==> run_1/met1.png <==
Supply wires on this layer in gray.
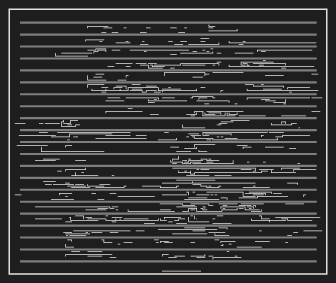
==> run_1/met2.png <==
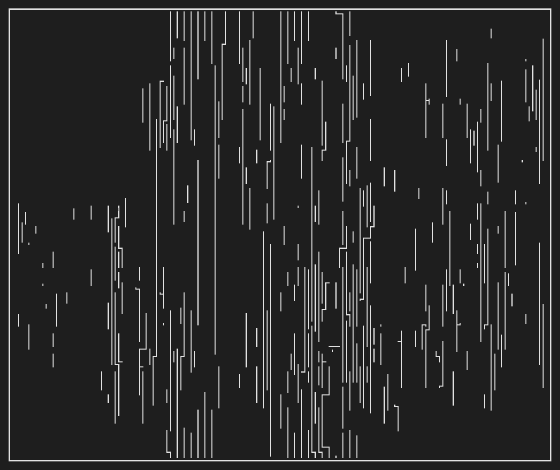
==> run_1/met3.png <==
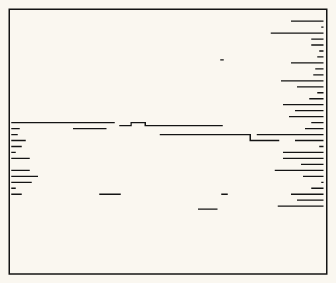
==> run_1/final_clocks.png <==
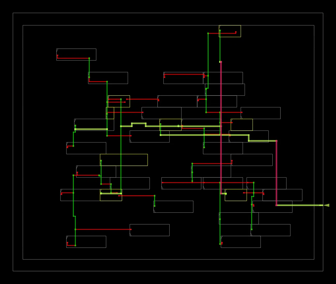
## src/rtl/regfile_access_arbiter_pkg.sv

```systemverilog
// Shared types and defaults for the register-file access arbiter.
package regfile_arb_pkg;
  typedef enum logic [1:0] {
    IDLE  = 2'd0,
    ISSUE = 2'd1,
    RDATA = 2'd2
  } state_e;

  localparam logic REQ_PARSER = 1'b0;
  localparam logic REQ_LOCAL  = 1'b1;

  localparam int DEF_DATA_W = 8;
  localparam int DEF_ADDR_W = 8;
  localparam int DEF_DEPTH  = 16;
endpackage

```

## src/rtl/regfile_access_arbiter_if.sv

```systemverilog
// Requester and register-file side signals of the arbiter; slave = arbiter.
interface regfile_arb_if
  import regfile_arb_pkg::*;
#(
  parameter int DATA_W = DEF_DATA_W,
  parameter int ADDR_W = DEF_ADDR_W
);
  logic              p_req,    l_req;
  logic              p_we,     l_we;
  logic [ADDR_W-1:0] p_addr,   l_addr;
  logic [DATA_W-1:0] p_wdata,  l_wdata;
  logic              p_gnt,    l_gnt;
  logic              p_rvalid, l_rvalid;
  logic              p_err,    l_err;
  logic [DATA_W-1:0] rd_data;
  logic              rf_en;
  logic              rf_we;
  logic [ADDR_W-1:0] rf_addr;
  logic [DATA_W-1:0] rf_wdata;
  logic [DATA_W-1:0] rf_rdata;
  logic              busy;

  modport slave (
    input  p_req, l_req, p_we, l_we, p_addr, l_addr, p_wdata, l_wdata, rf_rdata,
    output p_gnt, l_gnt, p_rvalid, l_rvalid, p_err, l_err, rd_data,
           rf_en, rf_we, rf_addr, rf_wdata, busy
  );

  modport master (
    output p_req, l_req, p_we, l_we, p_addr, l_addr, p_wdata, l_wdata, rf_rdata,
    input  p_gnt, l_gnt, p_rvalid, l_rvalid, p_err, l_err, rd_data,
           rf_en, rf_we, rf_addr, rf_wdata, busy
  );
endinterface

```

## src/rtl/regfile_access_arbiter_rr_pick2.sv

```systemverilog
// Combinational 2-way round-robin select; index 0 = parser, 1 = local.
module rr_pick2 (
  input  logic [1:0] i_req,
  input  logic       i_last,
  output logic       o_vld,
  output logic       o_win
);
  assign o_vld = |i_req;
  // On a tie the requester that did not win last time goes first.
  assign o_win = (&i_req) ? ~i_last : i_req[1];
endmodule

```

## src/rtl/regfile_access_arbiter.sv

```systemverilog
// Round-robin arbiter sharing one single-port register file between the
// UART parser and a local requester; flags out-of-range addresses.
module regfile_access_arbiter
  import regfile_arb_pkg::*;
#(
  parameter int DATA_W = DEF_DATA_W,
  parameter int ADDR_W = DEF_ADDR_W,
  parameter int DEPTH  = DEF_DEPTH
) (
  input  logic          i_clk,
  input  logic          i_rst_n,
  regfile_arb_if.slave  bus
);
  state_e            r_state, w_state_nxt;
  logic              r_last, r_owner, r_we, r_inr;
  logic              r_p_gnt, r_l_gnt, r_p_err, r_l_err, r_p_rvalid, r_l_rvalid;
  logic              r_rf_en, r_rf_we, r_rd_sel;
  logic [ADDR_W-1:0] r_rf_addr;
  logic [DATA_W-1:0] r_rf_wdata;

  logic              w_pick_vld, w_pick_win, w_sel_we, w_sel_inr;
  logic [ADDR_W-1:0] w_sel_addr;
  logic [DATA_W-1:0] w_sel_wdata;

  rr_pick2 u_pick (
    .i_req  ({bus.l_req, bus.p_req}),
    .i_last (r_last),
    .o_vld  (w_pick_vld),
    .o_win  (w_pick_win)
  );

  always_comb begin
    w_sel_we    = (w_pick_win == REQ_LOCAL) ? bus.l_we    : bus.p_we;
    w_sel_addr  = (w_pick_win == REQ_LOCAL) ? bus.l_addr  : bus.p_addr;
    w_sel_wdata = (w_pick_win == REQ_LOCAL) ? bus.l_wdata : bus.p_wdata;
    // One extra bit so DEPTH == 2**ADDR_W still compares correctly.
    w_sel_inr   = ({1'b0, w_sel_addr} < (ADDR_W+1)'(DEPTH));
  end

  always_comb begin
    w_state_nxt = r_state;
    case (r_state)
      IDLE:    if (w_pick_vld) w_state_nxt = ISSUE;
      ISSUE:   w_state_nxt = r_we ? IDLE : RDATA;
      RDATA:   w_state_nxt = IDLE;
      default: w_state_nxt = IDLE;
    endcase
  end

  always_ff @(posedge i_clk or negedge i_rst_n) begin
    if (!i_rst_n) r_state <= IDLE;
    else          r_state <= w_state_nxt;
  end

  // Output registers are loaded on the transition into the state they belong to.
  always_ff @(posedge i_clk or negedge i_rst_n) begin
    if (!i_rst_n) begin
      r_last     <= REQ_LOCAL;
      r_owner    <= REQ_PARSER;
      r_we       <= 1'b0;
      r_inr      <= 1'b0;
      r_p_gnt    <= 1'b0;
      r_l_gnt    <= 1'b0;
      r_p_err    <= 1'b0;
      r_l_err    <= 1'b0;
      r_p_rvalid <= 1'b0;
      r_l_rvalid <= 1'b0;
      r_rf_en    <= 1'b0;
      r_rf_we    <= 1'b0;
      r_rd_sel   <= 1'b0;
      r_rf_addr  <= '0;
      r_rf_wdata <= '0;
    end else begin
      r_p_gnt    <= 1'b0;
      r_l_gnt    <= 1'b0;
      r_p_err    <= 1'b0;
      r_l_err    <= 1'b0;
      r_p_rvalid <= 1'b0;
      r_l_rvalid <= 1'b0;
      r_rf_en    <= 1'b0;
      r_rf_we    <= 1'b0;
      r_rd_sel   <= 1'b0;
      if (r_state == IDLE && w_pick_vld) begin
        r_last     <= w_pick_win;
        r_owner    <= w_pick_win;
        r_we       <= w_sel_we;
        r_inr      <= w_sel_inr;
        r_p_gnt    <= (w_pick_win == REQ_PARSER);
        r_l_gnt    <= (w_pick_win == REQ_LOCAL);
        r_p_err    <= (w_pick_win == REQ_PARSER) && !w_sel_inr;
        r_l_err    <= (w_pick_win == REQ_LOCAL)  && !w_sel_inr;
        r_rf_en    <= w_sel_inr;
        r_rf_we    <= w_sel_inr && w_sel_we;
        r_rf_addr  <= w_sel_addr;
        r_rf_wdata <= w_sel_wdata;
      end
      if (r_state == ISSUE && !r_we) begin
        r_p_rvalid <= (r_owner == REQ_PARSER);
        r_l_rvalid <= (r_owner == REQ_LOCAL);
        r_rd_sel   <= r_inr;
      end
    end
  end

  assign bus.p_gnt    = r_p_gnt;
  assign bus.l_gnt    = r_l_gnt;
  assign bus.p_err    = r_p_err;
  assign bus.l_err    = r_l_err;
  assign bus.p_rvalid = r_p_rvalid;
  assign bus.l_rvalid = r_l_rvalid;
  assign bus.rf_en    = r_rf_en;
  assign bus.rf_we    = r_rf_we;
  assign bus.rf_addr  = r_rf_addr;
  assign bus.rf_wdata = r_rf_wdata;
  assign bus.busy     = (r_state != IDLE);
  // The file's read port is already registered; a registered select gates it.
  assign bus.rd_data  = r_rd_sel ? bus.rf_rdata : '0;
endmodule

```

## src/flat_wrapper.sv

```systemverilog
// flat-port wrapper written by rule: the top's interface ports become plain ports
module regfile_access_arbiter_flat import regfile_arb_pkg::*;
#(
  parameter int DATA_W = DEF_DATA_W,
  parameter int ADDR_W = DEF_ADDR_W,
  parameter int DEPTH  = DEF_DEPTH
)
  (i_clk, i_rst_n, bus_p_req, bus_l_req, bus_p_we, bus_l_we, bus_p_addr, bus_l_addr, bus_p_wdata, bus_l_wdata, bus_rf_rdata, bus_p_gnt, bus_l_gnt, bus_p_rvalid, bus_l_rvalid, bus_p_err, bus_l_err, bus_rd_data, bus_rf_en, bus_rf_we, bus_rf_addr, bus_rf_wdata, bus_busy);
  regfile_arb_if #(.DATA_W(DATA_W), .ADDR_W(ADDR_W)) bus_i ();
  input  logic i_clk;
  input  logic i_rst_n;
  input wire logic [$bits(bus_i.p_req)-1:0] bus_p_req;
  input wire logic [$bits(bus_i.l_req)-1:0] bus_l_req;
  input wire logic [$bits(bus_i.p_we)-1:0] bus_p_we;
  input wire logic [$bits(bus_i.l_we)-1:0] bus_l_we;
  input wire logic [$bits(bus_i.p_addr)-1:0] bus_p_addr;
  input wire logic [$bits(bus_i.l_addr)-1:0] bus_l_addr;
  input wire logic [$bits(bus_i.p_wdata)-1:0] bus_p_wdata;
  input wire logic [$bits(bus_i.l_wdata)-1:0] bus_l_wdata;
  input wire logic [$bits(bus_i.rf_rdata)-1:0] bus_rf_rdata;
  output wire logic [$bits(bus_i.p_gnt)-1:0] bus_p_gnt;
  output wire logic [$bits(bus_i.l_gnt)-1:0] bus_l_gnt;
  output wire logic [$bits(bus_i.p_rvalid)-1:0] bus_p_rvalid;
  output wire logic [$bits(bus_i.l_rvalid)-1:0] bus_l_rvalid;
  output wire logic [$bits(bus_i.p_err)-1:0] bus_p_err;
  output wire logic [$bits(bus_i.l_err)-1:0] bus_l_err;
  output wire logic [$bits(bus_i.rd_data)-1:0] bus_rd_data;
  output wire logic [$bits(bus_i.rf_en)-1:0] bus_rf_en;
  output wire logic [$bits(bus_i.rf_we)-1:0] bus_rf_we;
  output wire logic [$bits(bus_i.rf_addr)-1:0] bus_rf_addr;
  output wire logic [$bits(bus_i.rf_wdata)-1:0] bus_rf_wdata;
  output wire logic [$bits(bus_i.busy)-1:0] bus_busy;
  assign bus_i.p_req = bus_p_req;
  assign bus_i.l_req = bus_l_req;
  assign bus_i.p_we = bus_p_we;
  assign bus_i.l_we = bus_l_we;
  assign bus_i.p_addr = bus_p_addr;
  assign bus_i.l_addr = bus_l_addr;
  assign bus_i.p_wdata = bus_p_wdata;
  assign bus_i.l_wdata = bus_l_wdata;
  assign bus_i.rf_rdata = bus_rf_rdata;
  assign bus_p_gnt = bus_i.p_gnt;
  assign bus_l_gnt = bus_i.l_gnt;
  assign bus_p_rvalid = bus_i.p_rvalid;
  assign bus_l_rvalid = bus_i.l_rvalid;
  assign bus_p_err = bus_i.p_err;
  assign bus_l_err = bus_i.l_err;
  assign bus_rd_data = bus_i.rd_data;
  assign bus_rf_en = bus_i.rf_en;
  assign bus_rf_we = bus_i.rf_we;
  assign bus_rf_addr = bus_i.rf_addr;
  assign bus_rf_wdata = bus_i.rf_wdata;
  assign bus_busy = bus_i.busy;
  regfile_access_arbiter #(.DATA_W(DATA_W), .ADDR_W(ADDR_W), .DEPTH(DEPTH)) u_core (.i_clk(i_clk), .i_rst_n(i_rst_n), .bus(bus_i));
endmodule
```

## config.mk

```make
export PLATFORM = sky130hd
export DESIGN_NAME = regfile_access_arbiter_flat
export DESIGN_NICKNAME = d
export VERILOG_FILES = /design/src/rtl/regfile_access_arbiter_pkg.sv /design/src/rtl/regfile_access_arbiter_if.sv /design/src/rtl/regfile_access_arbiter_rr_pick2.sv /design/src/rtl/regfile_access_arbiter.sv /design/src/flat_wrapper.sv
export SDC_FILE = /design/constraint.sdc
export NUM_CORES = 1
export LEC_CHECK = 0
export ABC_AREA = 0
export ABC_CLOCK_PERIOD_IN_PS = 1900
export CAP_MARGIN = 20
export CORE_AREA = 2 2 70 58
export DETAILED_ROUTE_END_ITERATION = 16
export DIE_AREA = 0 0 72 60
export PLACE_DENSITY = 0.87
export SYNTH_ARGS = -nofsm -noshare
export SYNTH_HDL_FRONTEND = slang
export SYNTH_HIERARCHICAL = 1
export SYNTH_SLANG_ARGS = --single-unit
```

## constraint.sdc

```tcl
create_clock -name i_clk -period 1.9 [get_ports i_clk]
set_input_delay 0.19 -clock i_clk [delete_from_list [all_inputs] [get_ports i_clk]]
set_output_delay 0.19 -clock i_clk [all_outputs]
set_load 0.1 [all_outputs]
```

==> deck_impl_summary.md, run 1 <==
Physical Implementation Snapshot

Status
  • Status: complete, no violations

Timing
  • RSZ-0062 raised after global routing: false
  • Min Tclk post-route: 1.37 ns
  • Pins over their slew limit: 0
  • Maximum clock rate: 0.732 GHz
  • Fin Setup TNS: 0 ns
  • Relative slew slack: 0.659
  • Final Setup Violations: 0
  • Final Cycle Share: 0.719
  • Tightest Pin Transition: 0.507 ns

Setup path
  • CP max stage delay: 0.47 ns
  • R2r setup slk: 0.57 ns
  • Worst EP arrival: 1.53 ns
  • R2r worst-path depth: 4
  • Worst R2R Start: u_core/r_last$_DFFE_PN1P_
  • Worst path depth: 5
  • Startpoint Class: input pin
  • Cell family with most CP delay: buffers and inverters
  • CP required: 2.06 ns
  • Crit path to: u_core/r_inr$_DFFE_PN0P_
  • Worst path slowest cell: clkdlybuf4s50_1
  • R2R Path End: u_core/r_inr$_DFFE_PN0P_

Cells and area
  • Layout net count: 248
  • Design Area, Final: 2370 um^2
  • Post-route insts no fill: 247
  • Number of antenna diodes: 0
  • Area Growth Syn to Fin: 65.4%

Floorplanning
  • # IOs: 79
  • Placement Rows: 20
  • Die outline width: 72 um
  • FP Util: 0.390
  • Die Span Y: 60 um

Synthesis
  • Flops & latches, synth: 31
  • Yosys synthesis chip area: 1440 um^2
  • Synth top cell by count: dfrtp_1
  • Synth area leaders: dfrtp_1, mux2i_1, a21oi_2
  • Dominant flop cell: dfrtp_1
  • EDFF count, synth: 0
  • Syn_area_per_cell: 12.1 um^2
  • Floorplan Nets: 165
  • Yosys top cell by area: dfrtp_1
  • Ys Warns: 6
  • Seq/Total Area, Yosys: 0.541
  • Synth async-reset ratio: 1.00
  • Yosys cell types: 23
  • Top cells by instance count after synthesis: dfrtp_1, mux2i_1, a21oi_2, and2_1, nor2_2

Clock network
  • CTS tree: yes
  • Post-CTS Hold Fix Bufs: 0
  • Root Driver: clkbuf_8
  • Worst-path clk slew: 0.07 ns
  • CTS max path bufs: 2
  • # Post-CTS Setup Buffers: 0
  • H-tree levels: 2
  • Post_cts resized: 0
  • Clk sink count: 31

Detailed routing
  • Post-DR vias/cell: 4.76
  • 1st-iter DRT viols: 74
  • Antenna viol nets, final: 0
  • Met2 WL post-DR: 1600 um
  • Metal3 WL: 293 um
  • Post-DR wirelength/cell: 13.4 um

Worst hold path
  • Hold WC Path Type: in2async

Global routing
  • Vias in the first global route: 1164
  • Grt total ovfl: 0
  • Overall Global Routing Usage: 0.172

Place
  • Post-Place Cells: 239
  • HPWL Detailed: 2580 um
  • Dpl cell area: 2260 um^2

Job
  • Max Cap Viol: 0
Back to the opening pictures, met1.png:
- share of all routed wire: 42%
- longest straight run: 21.2 um

Back to the opening pictures, met2.png:
- wire length on this layer: 1600 um
- share of all routed wire: 48%
- longest straight run: 38.4 um

Back to the opening pictures, met3.png:
- nets with wire on the layer: 47
- longest straight run: 23.2 um
- main direction: horizontal
- wire length on this layer: 294 um

Back to the opening pictures, final_clocks.png:
Setup Skew: 0.00418 ns
Flops: 31
clock buffers: 6
TritonCTS Buffers: 5
clk_lat worst skew: 0.28 ns

## run 1: kinds of logic after synthesis
family          after synthesis  share of synthesized area
simple gates                 41                      0.165
flops                        31                      0.541
compound gates               21                      0.107
mux                          18                      0.126
buf+inv                       8                     0.0610
## run 1: layout make-up
cell class              count  area (um^2)  share of cell area
inverters                   2         8.76             0.00369
well taps                  44         55.1              0.0232
clock buffers               6         82.6              0.0348
flip-flops and latches     31          777               0.327
multi-input cells          80          574               0.242
repair buffers             82          841               0.354
clock inverters             2         35.0              0.0148
## run 1: cell usage in the layout (no fill, tap or decap), drive strengths merged
| cell type | instances |
|---|---|
| clkdlybuf4s50 | 45 |
| buf | 37 |
| dfrtp | 30 |
| nor2 | 21 |
| mux2i | 18 |
| a21oi | 18 |
| and2 | 11 |
| clkbuf | 6 |
| clkinv | 2 |
| nor3b | 2 |
| nor4 | 2 |
| nor3 | 2 |
| a21o | 2 |
| bufinv | 1 |
| inv | 1 |
| nor2b | 1 |
| nand2 | 1 |
| dfstp | 1 |
| or2 | 1 |
| a21boi | 1 |
## run 1: through the flow
stage | util | hold WS, ns
finish | 0.645 | 0.298
detailed placement | 0.613 | 0.457
global route | 0.645 | 0.341
CTS | 0.645 | 0.307
global placement | 0.613 | 0.464
floorplan | - | -0.106
## run 1: layer usage
layer,global-route usage,vias up
met2,0.271,54
met4,0.0863,0
li1,-,568
met3,0.0675,5
met1,0.208,548
met5,0,-
==> run_1/wire_density.png <==
Bar = 20 um. The die is cut into 14 by 12 equal tiles; dark purple is low, yellow is high, scaled to the fullest tile. Values are wire area over tile area, all layers added.
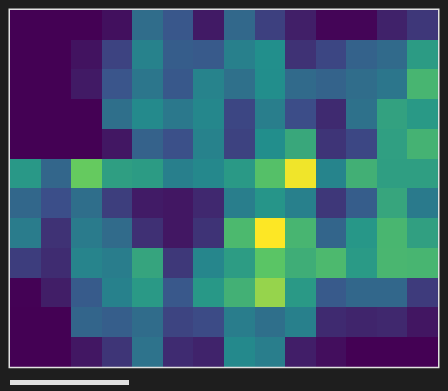

==> run 1 -> run 2 <==
ABC_CLOCK_PERIOD_IN_PS = 1200   (was 1900)
CORE_AREA = 2 2 76 64   (was 2 2 70 58)
DIE_AREA = 0 0 78 66   (was 0 0 72 60)
PLACE_DENSITY = 0.78   (was 0.87)
clock period = 1.2 ns   (was 1.9 ns; I/O delays follow)
==> run_2/wire_density.png <==
Bar = 20 um. The die is cut into 16 by 13 equal tiles; dark purple is low, yellow is high, scaled to the fullest tile. Values are wire area over tile area, all layers added.
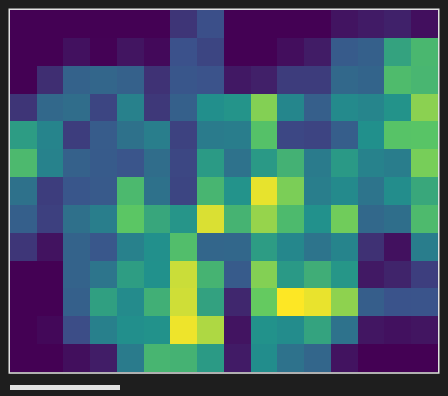
- emptiest ninth of the die: north-west
- mean over tiles: 0.12
- nearly empty tiles: 13%

==> deck_impl_summary.md, run 2 <==
Physical Implementation Snapshot

Floorplanning
  • Die Span Y: 66 um (was 60 um)
  • # IOs: 79 (unchanged)
  • FP Util: 0.326 (was 0.390)
  • Placement Rows: 22 (was 20)

Synthesis
  • Floorplan Nets: 165 (unchanged)
  • Yosys top cell by area: dfrtp_1 (unchanged)
  • Synth async-reset ratio: 1.00 (unchanged)
  • Synth area leaders: dfrtp_1, mux2i_1, a21oi_2 (unchanged)
  • Yosys synthesis chip area: 1440 um^2 (unchanged)
  • EDFF count, synth: 0 (unchanged)
  • Dominant flop cell: dfrtp_1 (unchanged)
  • Seq/Total Area, Yosys: 0.541 (unchanged)
  • Yosys cell count: 119 (unchanged)
  • Top cells by instance count after synthesis: dfrtp_1, mux2i_1, a21oi_2, and2_1, nor2_2 (unchanged)
  • Yosys cell types: 23 (unchanged)
  • Syn_area_per_cell: 12.1 um^2 (unchanged)
  • Synth top cell by count: dfrtp_1 (unchanged)

Clock network
  • Clk sink count: 31 (unchanged)
  • Post-CTS Hold Fix Bufs: 0 (unchanged)
  • Worst-path clk slew: 0.06 ns (was 0.07 ns)
  • Root Driver: clkbuf_8 (unchanged)
  • H-tree levels: 2 (unchanged)
  • CTS tree: yes (unchanged)
  • CTS max path bufs: 2 (unchanged)
  • Clk_lat worst skew: 0.28 ns (about the same)
  • TritonCTS Buffers: 5 (unchanged)

Setup path
  • CP required: 1.36 ns (was 2.06 ns)
  • Startpoint Class: register (was input pin)
  • CP max stage delay: 0.39 ns (was 0.47 ns)
  • Worst path slowest cell: dfstp_2 (was clkdlybuf4s50_1)
  • Cell family with most CP delay: AND-OR/OR-AND gates (was buffers and inverters)
  • Worst EP arrival: 1.48 ns (was 1.53 ns)

Cells and area
  • Top cells excl fill/tap: clkdlybuf4s50_1, buf_12, dfrtp_1, a21oi_2 (was clkdlybuf4s50_1, dfrtp_1, buf_4, mux2i_1)
  • Number of antenna diodes: 0 (unchanged)
  • Fillcell total: 345 (was 283)
  • Flip-flop and latch area: 788 um^2 (was 777 um^2)
  • Area Growth Syn to Fin: 103% (was 65.4%)
  • Most numerous logic cell after layout: clkdlybuf4s50_1 (unchanged)
  • Post-route insts no fill: 273 (was 247)
  • Design Area, Final: 2910 um^2 (was 2370 um^2)
  • Layout net count: 258 (was 248)
  • Utilization after layout: 0.661 (was 0.645)
  • Area of the multi-input gates: 669 um^2 (was 574 um^2)

Place
  • HPWL Detailed: 2980 um (was 2580 um)
  • Worst slack, placed: -0.335 ns (was 0.249 ns)
  • Dpl cell area: 2720 um^2 (was 2260 um^2)
  • Post-Place Cells: 263 (was 239)

Job
  • Max Cap Viol: 0 (unchanged)
  • Tool warnings: 28 (was 26)

Timing
  • Fin Setup TNS: -1.98 ns (was 0 ns)
  • RSZ-0062 raised after global routing: true (was false)
  • Min Tclk post-route: 1.32 ns
  • Tightest Pin Transition: 0.368 ns (was 0.507 ns)
  • Worst hold slack: 0.199 ns (was 0.298 ns)
  • Final Cycle Share: 1.10
  • Maximum clock rate: 0.756 GHz
  • Setup Skew: 0.00296 ns (was 0.00418 ns)
  • Relative slew slack: 0.754 (was 0.659)
  • Final WS setup: -0.122 ns (was 0.533 ns)
  • Final Setup Violations: 23 (was 0)
  • Pins over their slew limit: 0 (unchanged)
  • Final hold vios: 0 (unchanged)

Detailed routing
  • Antenna viol nets, final: 0 (unchanged)
  • Post-DR vias/cell: 4.48 (was 4.76)
  • Post-DR wirelength/cell: 14.1 um (was 13.4 um)
  • 1st-iter DRT viols: 45 (was 74)

Status
  • Status: complete, but fails checks (was complete, no violations)
  • Failing checks: setup timing

Global routing
  • Overall Global Routing Usage: 0.158 (was 0.172)
  • Grt total ovfl: 0 (unchanged)
  • First-pass GRT wire length: 6150 um (was 5480 um)
  • Vias in the first global route: 1327 (was 1164)

Worst hold path
  • Hold WC Path Type: in2async (unchanged)
==> run_2/met3.png <==
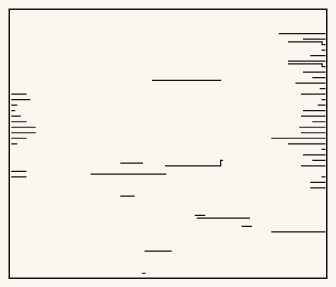
- share of all routed wire: 7.2%
- wire length on this layer: 279 um
- longest straight run: 18.4 um
- nets with wire on the layer: 48

## run 2: cells by family after synthesis
| group | share of synthesized area |
|---|---|
| AND-OR/OR-AND | 0.107 |
| flip-flops | 0.541 |
| buffers and inverters | 0.0610 |
| multiplexers | 0.126 |
| AND/OR/NAND/NOR | 0.165 |
## run 2: worst paths after layout
| check | depth (start not counted) | slack, ns | end | startpoint |
|---|---|---|---|---|
| setup reg to reg | 4 | -0.12 | u_core/bus.rf_wdata[0]$_DFFE_PN0P_ | u_core/r_last$_DFFE_PN1P_ |
| max in group asynchronous | 2 | 0.76 | u_core/r_last$_DFFE_PN1P_ | i_rst_n |
| setup / recovery | 4 | -0.12 | u_core/bus.rf_wdata[0]$_DFFE_PN0P_ | u_core/r_last$_DFFE_PN1P_ |
| min in group i_clk | 1 | 0.44 | u_core/bus.p_rvalid$_DFF_PN0_ | u_core/r_owner$_DFFE_PN0P_ |
| hold / removal | 2 | 0.20 | u_core/bus.rf_addr[6]$_DFFE_PN0P_ | i_rst_n |
| hold reg to reg | 1 | 0.44 | u_core/bus.p_rvalid$_DFF_PN0_ | u_core/r_owner$_DFFE_PN0P_ |
## run 2: layout make-up
cell class              count  area share
inverters                   2     0.00301
well taps                  60      0.0258
multi-input cells          80       0.230
repair buffers             92       0.436
flip-flops and latches     31       0.271
clock buffers               8      0.0344
## run 2: metal layers
layer  vias to the layer above  track usage  wire (um)
met4                         0       0.0548         46
li1                        587            -          -
met1                       574        0.171       1550
met2                        59        0.291       1980
met5                         -            0          0
met3                         4       0.0519        278
## run 2: repair_timing
action | in CTS | in global routing
gates resized | 22 | 4
endpoints found under the setup margin | 31 | 32
pin swaps | 11 | 5
setup buffers | 4 | 0
